===== config.mk =====
export PLATFORM = sky130hd
export DESIGN_NAME = rv_fetch
export DESIGN_NICKNAME = d
export VERILOG_FILES = /design/src/rtl/rv_fetch.sv
export SDC_FILE = /design/constraint.sdc
export NUM_CORES = 1
export LEC_CHECK = 0
export CAP_MARGIN = 40
export CORE_ASPECT_RATIO = 1.5
export CORE_MARGIN = 3
export CORE_UTILIZATION = 53
export CTS_CLUSTER_SIZE = 12
export DETAILED_ROUTE_END_ITERATION = 8
export PLACE_DENSITY = 0.86
export SYNTH_ARGS = -nofsm -noshare
export SYNTH_HDL_FRONTEND = slang
export SYNTH_SLANG_ARGS = --single-unit

===== constraint.sdc =====
create_clock -name i_clk -period 6.02 [get_ports i_clk]
set_clock_uncertainty 0.05 [all_clocks]
set_input_delay 0.602 -clock i_clk [delete_from_list [all_inputs] [get_ports i_clk]]
set_output_delay 0.602 -clock i_clk [all_outputs]
set_load 0.05 [all_outputs]

===== src/rtl/rv_fetch.sv =====
// Instruction fetch stage: owns the fetch PC, drives a single-outstanding instruction bus, and buffers words in a prefetch queue.
// Define FETCH_PREFETCH_EN for a two-entry queue (overlapped fetch); the default build uses a single entry.
module rv_fetch #(
  parameter logic [31:0] RESET_ADDR = 32'h0000_0000
) (
  input  logic        i_clk,
  input  logic        i_reset_n,
  input  logic        i_stall,
  input  logic        i_pc_sel,
  input  logic [31:0] i_pc_target,
  output logic        o_bus_req,
  output logic [31:0] o_bus_addr,
  input  logic        i_bus_ack,
  input  logic [31:0] i_bus_data,
  output logic        o_valid,
  output logic [31:0] o_instr,
  output logic [31:0] o_pc
);

`ifdef FETCH_PREFETCH_EN
  localparam int unsigned DEPTH = 2;
`else
  localparam int unsigned DEPTH = 1;
`endif
  localparam int unsigned PTR_W = (DEPTH > 1) ? $clog2(DEPTH) : 1;
  localparam int unsigned CNT_W = $clog2(DEPTH + 1);
  localparam logic [CNT_W-1:0] DEPTH_C  = CNT_W'(DEPTH);
  localparam logic [PTR_W-1:0] PTR_LAST = PTR_W'(DEPTH - 1);

  typedef enum logic [1:0] {IDLE, REQ, DISCARD} state_e;

  state_e           state_q, state_d;
  logic [31:0]      pc_q, pc_d;
  logic [31:0]      tgt_q, tgt_d;
  logic [CNT_W-1:0] count_q, count_d;
  logic [PTR_W-1:0] rd_ptr_q, rd_ptr_d;
  logic [PTR_W-1:0] wr_ptr_q, wr_ptr_d;
  logic [31:0]      q_pc_q    [DEPTH];
  logic [31:0]      q_instr_q [DEPTH];

  logic             push, pop, room;
  logic [CNT_W-1:0] count_nx;
  logic [31:0]      target;

  function automatic logic [PTR_W-1:0] ptr_inc(input logic [PTR_W-1:0] p);
    return (p == PTR_LAST) ? '0 : p + PTR_W'(1);
  endfunction

  assign target = i_pc_target & 32'hFFFF_FFFC;
  assign pop    = (count_q != '0) & !i_stall & !i_pc_sel;
  assign push   = i_bus_ack & (state_q == REQ) & !i_pc_sel;

  // Occupancy after this edge, ignoring redirect; gates new requests so every ack has a free slot.
  always_comb begin
    count_nx = count_q;
    unique case ({push, pop})
      2'b10:   count_nx = count_q + CNT_W'(1);
      2'b01:   count_nx = count_q - CNT_W'(1);
      default: count_nx = count_q;
    endcase
  end

  assign room = (count_nx < DEPTH_C);

  always_comb begin
    count_d  = count_nx;
    rd_ptr_d = rd_ptr_q;
    wr_ptr_d = wr_ptr_q;
    if (i_pc_sel) begin
      count_d  = '0;
      rd_ptr_d = '0;
      wr_ptr_d = '0;
    end else begin
      if (push) wr_ptr_d = ptr_inc(wr_ptr_q);
      if (pop)  rd_ptr_d = ptr_inc(rd_ptr_q);
    end
  end

  always_ff @(posedge i_clk) begin
    if (!i_reset_n) begin
      count_q   <= '0;
      rd_ptr_q  <= '0;
      wr_ptr_q  <= '0;
      q_pc_q    <= '{default: '0};
      q_instr_q <= '{default: '0};
    end else begin
      count_q  <= count_d;
      rd_ptr_q <= rd_ptr_d;
      wr_ptr_q <= wr_ptr_d;
      if (push) begin
        q_pc_q[wr_ptr_q]    <= pc_q;
        q_instr_q[wr_ptr_q] <= i_bus_data;
      end
    end
  end

  always_ff @(posedge i_clk) begin
    if (!i_reset_n) begin
      state_q <= IDLE;
      pc_q    <= RESET_ADDR;
      tgt_q   <= RESET_ADDR;
    end else begin
      state_q <= state_d;
      pc_q    <= pc_d;
      tgt_q   <= tgt_d;
    end
  end

  // In DISCARD the bus keeps the stale address until its ack; the redirect target waits in tgt_q.
  always_comb begin
    state_d = state_q;
    pc_d    = pc_q;
    tgt_d   = tgt_q;
    unique case (state_q)
      IDLE: begin
        if (i_pc_sel) begin
          state_d = REQ;
          pc_d    = target;
        end else if (room) begin
          state_d = REQ;
        end
      end
      REQ: begin
        if (i_bus_ack) begin
          if (i_pc_sel) begin
            pc_d = target;
          end else begin
            pc_d = pc_q + 32'd4;
            if (!room) state_d = IDLE;
          end
        end else if (i_pc_sel) begin
          state_d = DISCARD;
          tgt_d   = target;
        end
      end
      DISCARD: begin
        if (i_bus_ack) begin
          state_d = REQ;
          pc_d    = i_pc_sel ? target : tgt_q;
        end else if (i_pc_sel) begin
          tgt_d = target;
        end
      end
      default: state_d = IDLE;
    endcase
  end

  always_comb begin
    o_bus_req  = (state_q != IDLE);
    o_bus_addr = pc_q;
    o_valid    = (count_q != '0);
    o_instr    = q_instr_q[rd_ptr_q];
    o_pc       = q_pc_q[rd_ptr_q];
  end

endmodule


==> run_1/congestion_map.png <==
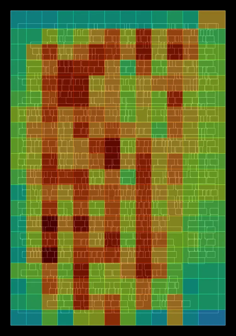
met2 layer usage reported by global route: 50.6%
highest-utilization routing layer at the global route stage: met2
grt met1 use: 31.6%
wire length per cell: 18.0 um
global-route usage over all layers: 29.0%

==> run_1/m4.png <==
Scale: 3 px per um.
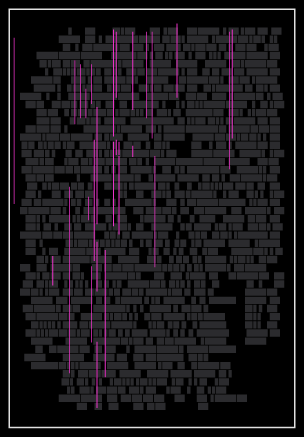
The layer holds 3.9% of the routed length. The wires run mostly vertical. The layer carries 735 um of wire. 25 nets have wire on it.

==> run_1/layers.png <==
Scale: 3 px per um.
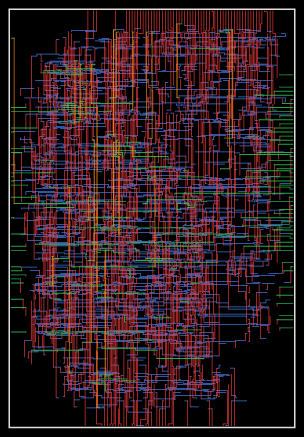
Orange is M4, wire length 735 um. Red is M2, wire length 10200 um. Blue is M1, wire length 6870 um. Green is M3, wire length 1330 um.

==> qor_table.md, run 1 <==
| Stage | Parameter | Reported |
|---|---|---|
| floorplanning | Number of primary I/O pins | 167 |
| clock network | Post-CTS resize count | 0 |
| clock network | Cts-stage hold buffer count | 0 |
| place | Placed standard-cell area | 0.00792 mm2 |
| worst setup path | Signal arrival time at the worst endpoint | 3090 ps |
| synthesis | Post-synthesis compound-gate area fraction | 29.2% |
| job | Max cap viols | 0 |
| global route | Wire length of the first global-routing pass | 30500 um |
| worst setup path | R2r startpoint | state_q[0] |
| worst setup path | Startpoint class of the critical path | flop |
| status | Outcome | completed |
| power | Total power of the final layout | 2.93 mW |
| synthesis | Count of distinct cell types in the synthesized netlist | 67 |
| clock network | Clock buffers created by TritonCTS | 17 |
| worst setup path | Stages on the worst setup path | 8 |
| floorplanning | Row count | 47 |
| final timing | Remaining max-slew budget at the tightest pin | 50.0% |
| place | IO buf count | 164 |
| power | Peak supply drop | 246 uV |
| floorplanning | Area of the placeable core | 0.0113 mm2 |
| synthesis | Post-synthesis cell count | 770 |
| synthesis | Area share of the largest cell type after synthesis | 42.0% |
| clock network | Buffers from clock root to sink, at most | 2 |
| clock network | Post-CTS Setup Inserts | 0 |
| cells and area | Post-layout instance count excluding filler cells | 1064 |
| floorplanning | Die outline area | 0.0131 mm2 |
| worst setup path | Largest driver fanout on the critical path | 33 |
| final timing | Time the worst path needs with I/O delays and setup | 2840 ps |
| drt | Highest signal layer in the routed design | met4 |
| clock network | Clock tree from TritonCTS | yes |
| synthesis | Async SR Flop Fraction | 0% |
| synthesis | Leading cell type by number of instances after synthesis | sky130_fd_sc_hd__nand2_1 |
| synthesis | Most common flop cell mapped by yosys | sky130_fd_sc_hd__dfxtp_1 |
| final timing | TNS Setup | 0 ps |
| synthesis | Ranking of synthesized cells by area | sky130_fd_sc_hd__dfxtp_1, sky130_fd_sc_hd__nand2_1, sky130_fd_sc_hd__a21boi_0 |
| worst setup path | Capture point of the worst path | o_bus_addr[24] |
| floorplanning | X dimension of the die | 94.6 um |
| global route | Total global routing overflow | 0 |
| synthesis | Post-Synthesis Mean Instance Area | 8.11 um2 |
| synthesis | Commonest cells in the synthesized netlist | sky130_fd_sc_hd__nand2_1, sky130_fd_sc_hd__dfxtp_1, sky130_fd_sc_hd__a21boi_0 |
| hold path | Class of the tightest hold or removal check | reg -> reg |
| hold path | Hold Path Cell Cnt | 2 |
## run 1: final cells by class
type | count | area [um2]
well taps | 147 | 184
clock inverters | 12 | 204
repair buffers | 175 | 1770
fillers | 805 | 2710
diodes | 2 | 5.00
multi-input cells | 562 | 3290
inverters | 15 | 56.3
clock buffers | 20 | 457
flip-flops and latches | 131 | 2620
## run 1: cells by family after synthesis
group                      Yosys count
and+or+nand+nor                    305
adders and majority gates            5
buffers and inverters               77
DFF                                131
muxes                                1
AOI/OAI and AO/OA                  246
xor gates and xnor gates             5
## run 1: power by group
group / switching, mW / internal (mW) / total [mW]
Clock: 0.393 / 0.757 / 1.15
Combinational: 0.474 / 0.272 / 0.746
Sequential: 0.0987 / 0.936 / 1.03
Total: 0.966 / 1.97 / 2.93
==> run 1 -> run 2 <==
- CORE_UTILIZATION: 53 -> 44
- PLACE_DENSITY: 0.86 -> 0.77
- clock period: 6.02 -> 2.3 ns (I/O delays scaled with it)
==> run_2/layers.png <==
Scale: 2 px per um.
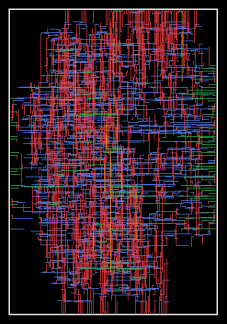
DRT Wirelength: 18200 um
global-route usage over all layers: 22.6%
wire length per cell: 16.3 um

==> run_2/congestion_map.png <==
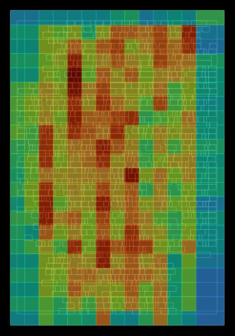
met2 layer usage reported by global route: 39.3%
grt met1 use: 27.7%

==> run 2 against run 1 <==
Worst hold slack worse by 240 ps; worst setup slack got worse by 3100 ps; critical path type unchanged; cell count up 4.7%; sequential power rose to 2.6 times the previous value; combinational power increased to 2.9 times the previous value; largest cell class unchanged; highest routed layer unchanged; fmax is 29% higher; largest power group unchanged.
==> qor_table.md, run 2 <==
| Stage | Parameter | Reported |
|---|---|---|
| clock network | Buffers from clock root to sink, at most | 2 |
| synthesis | Ranking of synthesized cells by area | sky130_fd_sc_hd__dfxtp_1, sky130_fd_sc_hd__nand2_1, sky130_fd_sc_hd__a21boi_0 |
| final timing | Time the worst path needs with I/O delays and setup | 2200 ps |
| hold path | Class of the tightest hold or removal check | in -> reg |
| cells and area | Tally of clock buffers in the finished layout | 20 |
| worst setup path | Largest driver fanout on the critical path | 11 |
| drt | DR pass1 iterations | 5 |
| cells and area | Non-Filler Cell Area, Final | 0.00891 mm2 |
| cells and area | Post-layout instance count excluding filler cells | 1114 |
| cells and area | Register fraction of the total cell area | 29.6% |
| cells and area | Largest cell class by area | combinational gates |
| floorplanning | X dimension of the die | 103 um |
| synthesis | Count of distinct cell types in the synthesized netlist | 67 |
| cells and area | Sequential cells | 131 |
| power | Total power of the final layout | 7.58 mW |
| hold path | Hold Path Cell Cnt | 2 |
| place | IO buf count | 164 |
| hold path | Start point of the worst hold path | i_reset_n |
| clock network | Clock buffers created by TritonCTS | 17 |
| drt | Final ANT Viol Nets | 0 |
| job | Max cap viols | 0 |
| floorplanning | Row count | 52 |
| synthesis | Area share of the largest cell type after synthesis | 42.0% |
| synthesis | Leading cell type by number of instances after synthesis | sky130_fd_sc_hd__nand2_1 |
| clock network | Post-CTS resize count | 2 |
| worst setup path | Signal arrival time at the worst endpoint | 2450 ps |
| synthesis | Async SR Flop Fraction | 0% |
| synthesis | Number of warnings printed during yosys synthesis | 0 |
| power | Internal power consumption | 5.05 mW |
| final timing | Final Max Slew Viols | 0 |
| place | Placed standard-cell area | 0.00827 mm2 |
| drt | DRC violations left | 0 |
| worst setup path | Slack of the worst reg-to-reg path | 100 ps |
| final timing | TNS Setup | 0 ps |
| cells and area | # diodes | 0 |
| synthesis | Most common flop cell mapped by yosys | sky130_fd_sc_hd__dfxtp_1 |
| floorplanning | N_taps | 162 |
| worst setup path | Startpoint class of the critical path | flop |
| cells and area | Portion of the layout cell area used by non-clock buffers | 23.6% |
| clock network | Clock tree from TritonCTS | yes |
| status | Outcome | completed |
| global route | GRT met3 Usage | 4.31% |
| global route | Total global routing overflow | 0 |
| drt | Vias | 6152 |
| floorplanning | Number of primary I/O pins | 167 |
| power | Flop pwr share | 35.0% |
| cells and area | Inverter count | 15 |
| synthesis | Commonest cells in the synthesized netlist | sky130_fd_sc_hd__nand2_1, sky130_fd_sc_hd__dfxtp_1, sky130_fd_sc_hd__a21boi_0 |
| power | Switching power of the nets | 2.53 mW |
| global route | Highest-utilization routing layer at the global route stage | met2 |
| final timing | Transition time at the pin with the least slew margin | 669 ps |
| cells and area | Clock buf/inv share | 6.80% |
| floorplanning | Area of the placeable core | 0.0137 mm2 |
| drt | Highest signal layer in the routed design | met4 |
| final timing | Remaining max-slew budget at the tightest pin | 55.4% |
| global route | Wire length of the first global-routing pass | 28800 um |
| worst setup path | Slowest library cell on the worst path | sky130_fd_sc_hd__or3_1 |
| cells and area | Layout multi-input combinational cell count | 562 |
| synthesis | Post-synthesis cell count | 770 |
| cells and area | Tally of filler cells in the layout | 1166 |
| worst setup path | R2r startpoint | state_q[0] |
| clock network | Post-CTS Setup Inserts | 0 |
| power | Part of the total power dissipated in the clock network | 36.0% |
| synthesis | Post-Synthesis Mean Instance Area | 8.11 um2 |
| cells and area | Bufs w/o clock | 212 |
| synthesis | Post-synthesis compound-gate area fraction | 29.2% |
| power | Peak supply drop | 586 uV |
| cells and area | Multi-input combinational area share | 37.1% |
| floorplanning | Die outline area | 0.0157 mm2 |
| worst setup path | Capture point of the worst path | o_bus_addr[24] |
| final timing | Post-Route Hold Slack | 172 ps |
| power | Net Sw Frac | 33.4% |
| power | Combinational Power Share | 29.0% |
| clock network | Cts-stage hold buffer count | 0 |
| worst setup path | Stages on the worst setup path | 8 |
| cells and area | Seq. cell area | 0.00264 mm2 |
| cells and area | MI comb area | 0.00330 mm2 |
| worst setup path | Worst Setup Path Type | reg -> reg |
==> run_2/m4.png <==
Scale: 2 px per um.
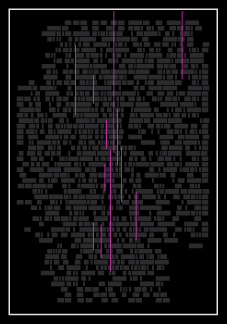
The wires run mostly vertical. The layer carries 350 um of wire. 10 nets have wire on it.

-- run 2: netlist changes by cell type in the layout (fill, tap and decap cells not counted), moves of 3 or more --
cell,delta
sky130_fd_sc_hd__bufinv_16,-3
sky130_fd_sc_hd__dfxtp_1,-7
sky130_fd_sc_hd__buf_12,+6
sky130_fd_sc_hd__buf_4,+31
sky130_fd_sc_hd__dfxtp_2,+5
sky130_fd_sc_hd__clkinv_2,+3
-- run 2: power by group through the flow --
stage	sequential, mW	clock [mW]	combinational [mW]
4_1_cts	2.64	2.77	2.17
3_5_place_dp	2.69	0	2.16
6_report	2.65	2.73	2.20
2_1_floorplan	3.17	0	0.812
3_3_place_gp	2.68	0	2.14
5_1_grt	2.68	2.88	2.33
No activity file was given, so power comes from the tool's default toggle rates.
